## src/rtl/digit_serial_mult.sv

```systemverilog
// Digit-serial multiplier: parallel operands in, 2N-bit product streamed out
// LSB digit first, P bits per digit, with runtime width and signed mode.
module digit_serial_mult #(
  parameter  int P         = 2,
  parameter  int MAX_WIDTH = 16,
  localparam int MAX_D     = MAX_WIDTH / P,
  localparam int ND_W      = $clog2(MAX_D) + 1
) (
  input  logic                 clk,
  input  logic                 rst_n,
  input  logic                 in_valid,
  output logic                 in_ready,
  input  logic [MAX_WIDTH-1:0] a,
  input  logic [MAX_WIDTH-1:0] b,
  input  logic [ND_W-1:0]      num_digits,
  input  logic                 signed_mode,
  output logic                 p_valid,
  input  logic                 p_ready,
  output logic [P-1:0]         p,
  output logic                 p_last,
  output logic                 busy
);
  localparam int K_W   = ND_W + 1;
  localparam int ACC_W = 2*P + $clog2(MAX_D) + 1;
  localparam int NW    = $clog2(MAX_WIDTH) + 1;

  typedef enum logic [1:0] {IDLE, ACCUM, EMIT} state_t;

  typedef struct packed {
    logic [MAX_WIDTH-1:0] a_mag;
    logic [MAX_WIDTH-1:0] b_mag;
    logic [ND_W-1:0]      d;
    logic                 neg;
  } op_t;

  state_t             state, state_nxt;
  op_t                op, op_new;
  logic [ACC_W-1:0]   acc;
  logic [K_W-1:0]     k, i;
  logic               ncarry;
  logic [P-1:0]       p_reg;
  logic               p_last_reg;

  // first/last multiplicand digit index contributing to column k
  function automatic logic [K_W-1:0] col_lo(input logic [K_W-1:0] kk, input logic [ND_W-1:0] dd);
    return (kk >= K_W'(dd)) ? kk - K_W'(dd) + 1'b1 : '0;
  endfunction

  function automatic logic [K_W-1:0] col_hi(input logic [K_W-1:0] kk, input logic [ND_W-1:0] dd);
    return (kk < K_W'(dd)) ? kk : K_W'(dd) - 1'b1;
  endfunction

  // operand capture: effective width, sign detect and magnitude
  logic [ND_W-1:0]      d_eff;
  logic [NW-1:0]        n_eff;
  logic [MAX_WIDTH-1:0] mask, top;
  logic                 sa, sb;

  always_comb begin
    d_eff = (num_digits == '0 || num_digits > ND_W'(MAX_D)) ? ND_W'(MAX_D) : num_digits;
    n_eff = NW'(d_eff) * NW'(P);
    mask  = {MAX_WIDTH{1'b1}} >> (NW'(MAX_WIDTH) - n_eff);
    top   = mask ^ (mask >> 1);
    sa    = signed_mode & (|(a & top));
    sb    = signed_mode & (|(b & top));
    op_new.a_mag = (sa ? (~a + 1'b1) : a) & mask;
    op_new.b_mag = (sb ? (~b + 1'b1) : b) & mask;
    op_new.d     = d_eff;
    op_new.neg   = sa ^ sb;
  end

  // column datapath and sign-fixup of the outgoing digit
  logic [P-1:0]     a_dig, b_dig, close_d, out_d;
  logic [2*P-1:0]   pp;
  logic [ACC_W-1:0] s;
  logic [P:0]       tneg;
  logic             nc_nxt, last_pair;
  logic [K_W-1:0]   k_pen;

  always_comb begin
    a_dig     = P'(op.a_mag >> (i * P));
    b_dig     = P'(op.b_mag >> ((k - i) * P));
    pp        = {{P{1'b0}}, a_dig} * {{P{1'b0}}, b_dig};
    s         = acc + ACC_W'(pp);
    last_pair = (i == col_hi(k, op.d));
    close_d   = (state == ACCUM) ? s[P-1:0] : acc[P-1:0];
    tneg      = {1'b0, ~close_d} + (P+1)'(ncarry);
    out_d     = op.neg ? tneg[P-1:0] : close_d;
    nc_nxt    = op.neg ? tneg[P] : ncarry;
    k_pen     = {op.d, 1'b0} - K_W'(2);
  end

  always_ff @(posedge clk or negedge rst_n) begin
    if (!rst_n) state <= IDLE;
    else        state <= state_nxt;
  end

  always_comb begin
    state_nxt = state;
    case (state)
      IDLE:  if (in_valid) state_nxt = ACCUM;
      ACCUM: if (last_pair) state_nxt = EMIT;
      EMIT:  if (p_ready) begin
               if (p_last_reg)      state_nxt = IDLE;
               else if (k != k_pen) state_nxt = ACCUM;
             end
      default: state_nxt = IDLE;
    endcase
  end

  always_ff @(posedge clk or negedge rst_n) begin
    if (!rst_n) begin
      op         <= '0;
      acc        <= '0;
      k          <= '0;
      i          <= '0;
      ncarry     <= 1'b0;
      p_reg      <= '0;
      p_last_reg <= 1'b0;
    end else begin
      case (state)
        IDLE: if (in_valid) begin
          op         <= op_new;
          ncarry     <= op_new.neg;
          acc        <= '0;
          k          <= '0;
          i          <= '0;
          p_last_reg <= 1'b0;
        end
        ACCUM: if (last_pair) begin
          acc    <= s >> P;
          p_reg  <= out_d;
          ncarry <= nc_nxt;
        end else begin
          acc <= s;
          i   <= i + 1'b1;
        end
        EMIT: if (p_ready) begin
          if (p_last_reg) begin
            p_last_reg <= 1'b0;
          end else if (k == k_pen) begin
            // top column has no pairs: close it straight from the carry
            p_reg      <= out_d;
            ncarry     <= nc_nxt;
            acc        <= acc >> P;
            k          <= k + 1'b1;
            p_last_reg <= 1'b1;
          end else begin
            k <= k + 1'b1;
            i <= col_lo(k + 1'b1, op.d);
          end
        end
        default: ;
      endcase
    end
  end

  assign in_ready = (state == IDLE);
  assign busy     = (state != IDLE);
  assign p_valid  = (state == EMIT);
  assign p        = p_reg;
  assign p_last   = p_last_reg;
endmodule

```

## config.mk

```make
export PLATFORM = sky130hd
export DESIGN_NAME = digit_serial_mult
export DESIGN_NICKNAME = d
export VERILOG_FILES = /design/src/rtl/digit_serial_mult.sv
export SDC_FILE = /design/constraint.sdc
export NUM_CORES = 1
export LEC_CHECK = 0
export ABC_AREA = 1
export CORE_ASPECT_RATIO = 0.9
export CORE_MARGIN = 5
export CORE_UTILIZATION = 37
export CTS_BUF_LIST = sky130_fd_sc_hd__clkbuf_8
export DETAILED_ROUTE_END_ITERATION = 16
export PLACE_DENSITY_LB_ADDON = 0.2
export SYNTH_ARGS = -nofsm -noshare
export SYNTH_HDL_FRONTEND = slang
export SYNTH_SLANG_ARGS = --single-unit
```

## constraint.sdc

```tcl
create_clock -name clk -period 6.1 [get_ports clk]
set_input_delay 1.22 -clock clk [delete_from_list [all_inputs] [get_ports clk]]
set_output_delay 1.22 -clock clk [all_outputs]
set_load 0.03 [all_outputs]
```

Metal 4:
(3 px per µm) Supply wires on this layer in gray. Cells faint in the background.
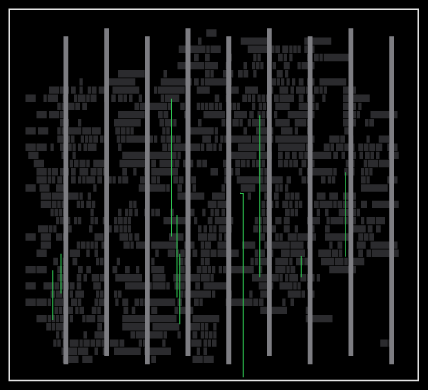
longest straight run: 61.1 µm
main direction: vertical
wire length on this layer: 276 µm
share of all routed wire: 1.9%
nets with wire on the layer: 8
DR vias: 5020
Post-Route WL: 14340 µm

Signal wires on met3:
(4 px per µm) Cells faint in the background.
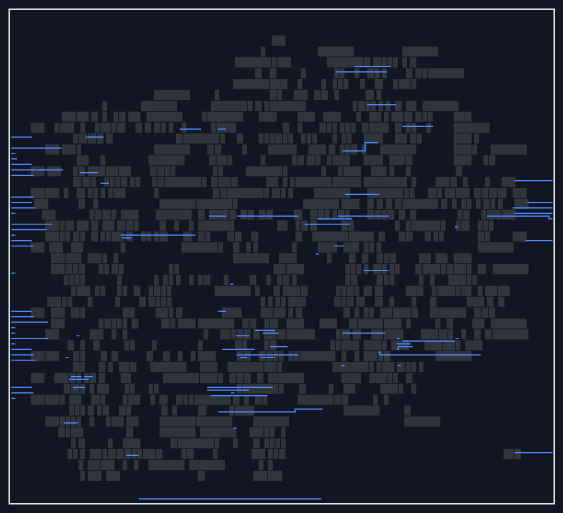
share of all routed wire: 4.2%
longest straight run: 45.3 µm
main direction: horizontal
global routing usage on met3: 2.278%

==> deck_impl_summary.md <==
Synthesis and Place & Route Summary

Outcome
  – Status: finished clean

Logic synthesis
  – Mapped cell area: ~5300 µm²
  – Synth warn: 0
  – Synth Area in XOR/XNOR: roughly 6.3%
  – Post-synthesis average cell area: between 6 and 7 µm²

Setup path
  – Critical-path top delay cell: o21ai_0
  – Worst path top cell family by delay: AND-OR/OR-AND gates

Final layout
  – Biggest register: op
  – Largest register FFs: 37
  – Layout Nets: roughly 890
  – Ratio of cells with drive above 1 in the final layout: around 6.2%

Hold path
  – Hold WC Path Type: flip-flop to flip-flop
  – WHS Path Cells: 2

Drt
  – WL met1: 6943 µm
  – Wire per inst: around 14 µm
  – DRC Markers: 0

Clock tree
  – Setup repair bufs after CTS: 0
  – Maximum root-to-sink buffer count: 2
  – Num CTS Buffers: 9
  – H-tree lvl count: 3

Global routing
  – First-pass GRT wire length: about 24000 µm

Timing
  – Clk_skew: ~18 ps
  – Final Cycle Share: about 70%
  – Setup TNS: 0 ps

Die
  – Core area: ~14000 µm²
Routing congestion:
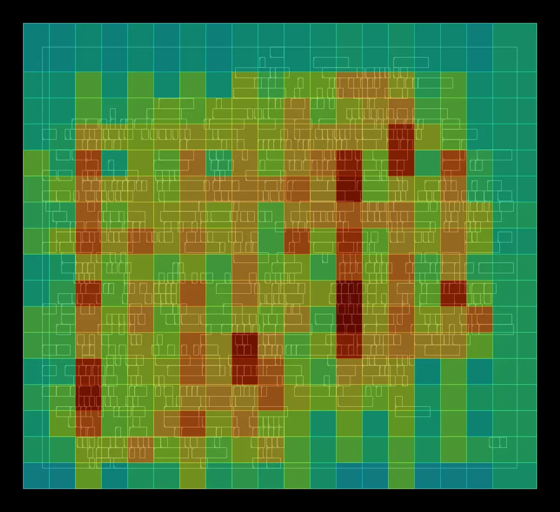
routing usage on met2: 29.48%
met1 usage: 24.74%

The metal 2 layer:
(3 px per µm)
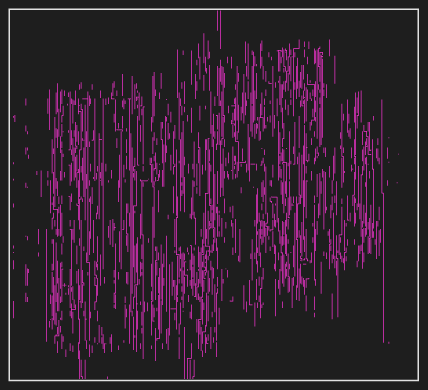
main direction: vertical
nets with wire on the layer: 663
wire length on this layer: 6520 µm
longest straight run: 59.5 µm
share of all routed wire: 45%

worst max-delay path by stage:
stage	startpoint	end	cells after the start
after floorplan	k[0]	acc[5]	22
after global placement	num_digits[0]	ncarry	22
after detailed placement	num_digits[0]	ncarry	22
after CTS	num_digits[0]	ncarry	22
after global routing	k[0]	acc[5]	22
final	num_digits[0]	ncarry	22
per-stage QoR:
stage / setup slack (ps) / instance area, µm² / power (mW) / utilization [%] / instances
2_1_floorplan: 2399 / 5274 / 2.033 / - / 763
3_3_place_gp: 1504 / 5894 / 2.491 / 42.09 / 987
3_5_place_dp: 1429 / 5894 / 2.526 / 42.09 / 987
4_1_cts: 1801 / 6096 / 2.904 / 43.53 / 1003
5_1_grt: 1442 / 6096 / 3.178 / 43.53 / 1003
6_report: 1847 / 6096 / 2.884 / 43.53 / 1003
area by class of cell:
type,count,area (µm²),share of cell area (%)
Multi-Input combinational cell,567,3212,52.69
Clock inverter,6,63.81,1.047
Inverter,118,444.2,7.287
Sequential cell,61,1526,25.04
Timing Repair Buffer,48,470.5,7.718
Tap cell,193,241.5,3.961
Clock buffer,10,137.6,2.258
cells in the mapped netlist (all sizes together), types with 2 or more instances:
master	count
nand2	176
inv	116
o21ai	93
nor2	75
dfrtp	61
nand3	50
ha	39
a21oi	33
xor2	25
nand4	21
nor3	13
xnor2	13
buf	9
clkbuf	8
o22ai	6
o211ai	5
fa	4
nor4	4
o221ai	3
clkinv	2
nand3b	2
or2	2
power by group through the flow:
stage | clock, mW | combinational, mW | sequential (mW)
floorplan | 0 | 1.39 | 0.639
global placement | 0 | 1.82 | 0.674
detailed placement | 0 | 1.85 | 0.678
CTS | 0.381 | 1.85 | 0.671
global route | 0.395 | 2.09 | 0.690
finish | 0.372 | 1.84 | 0.673
Power is estimated from default activity; no workload was simulated.
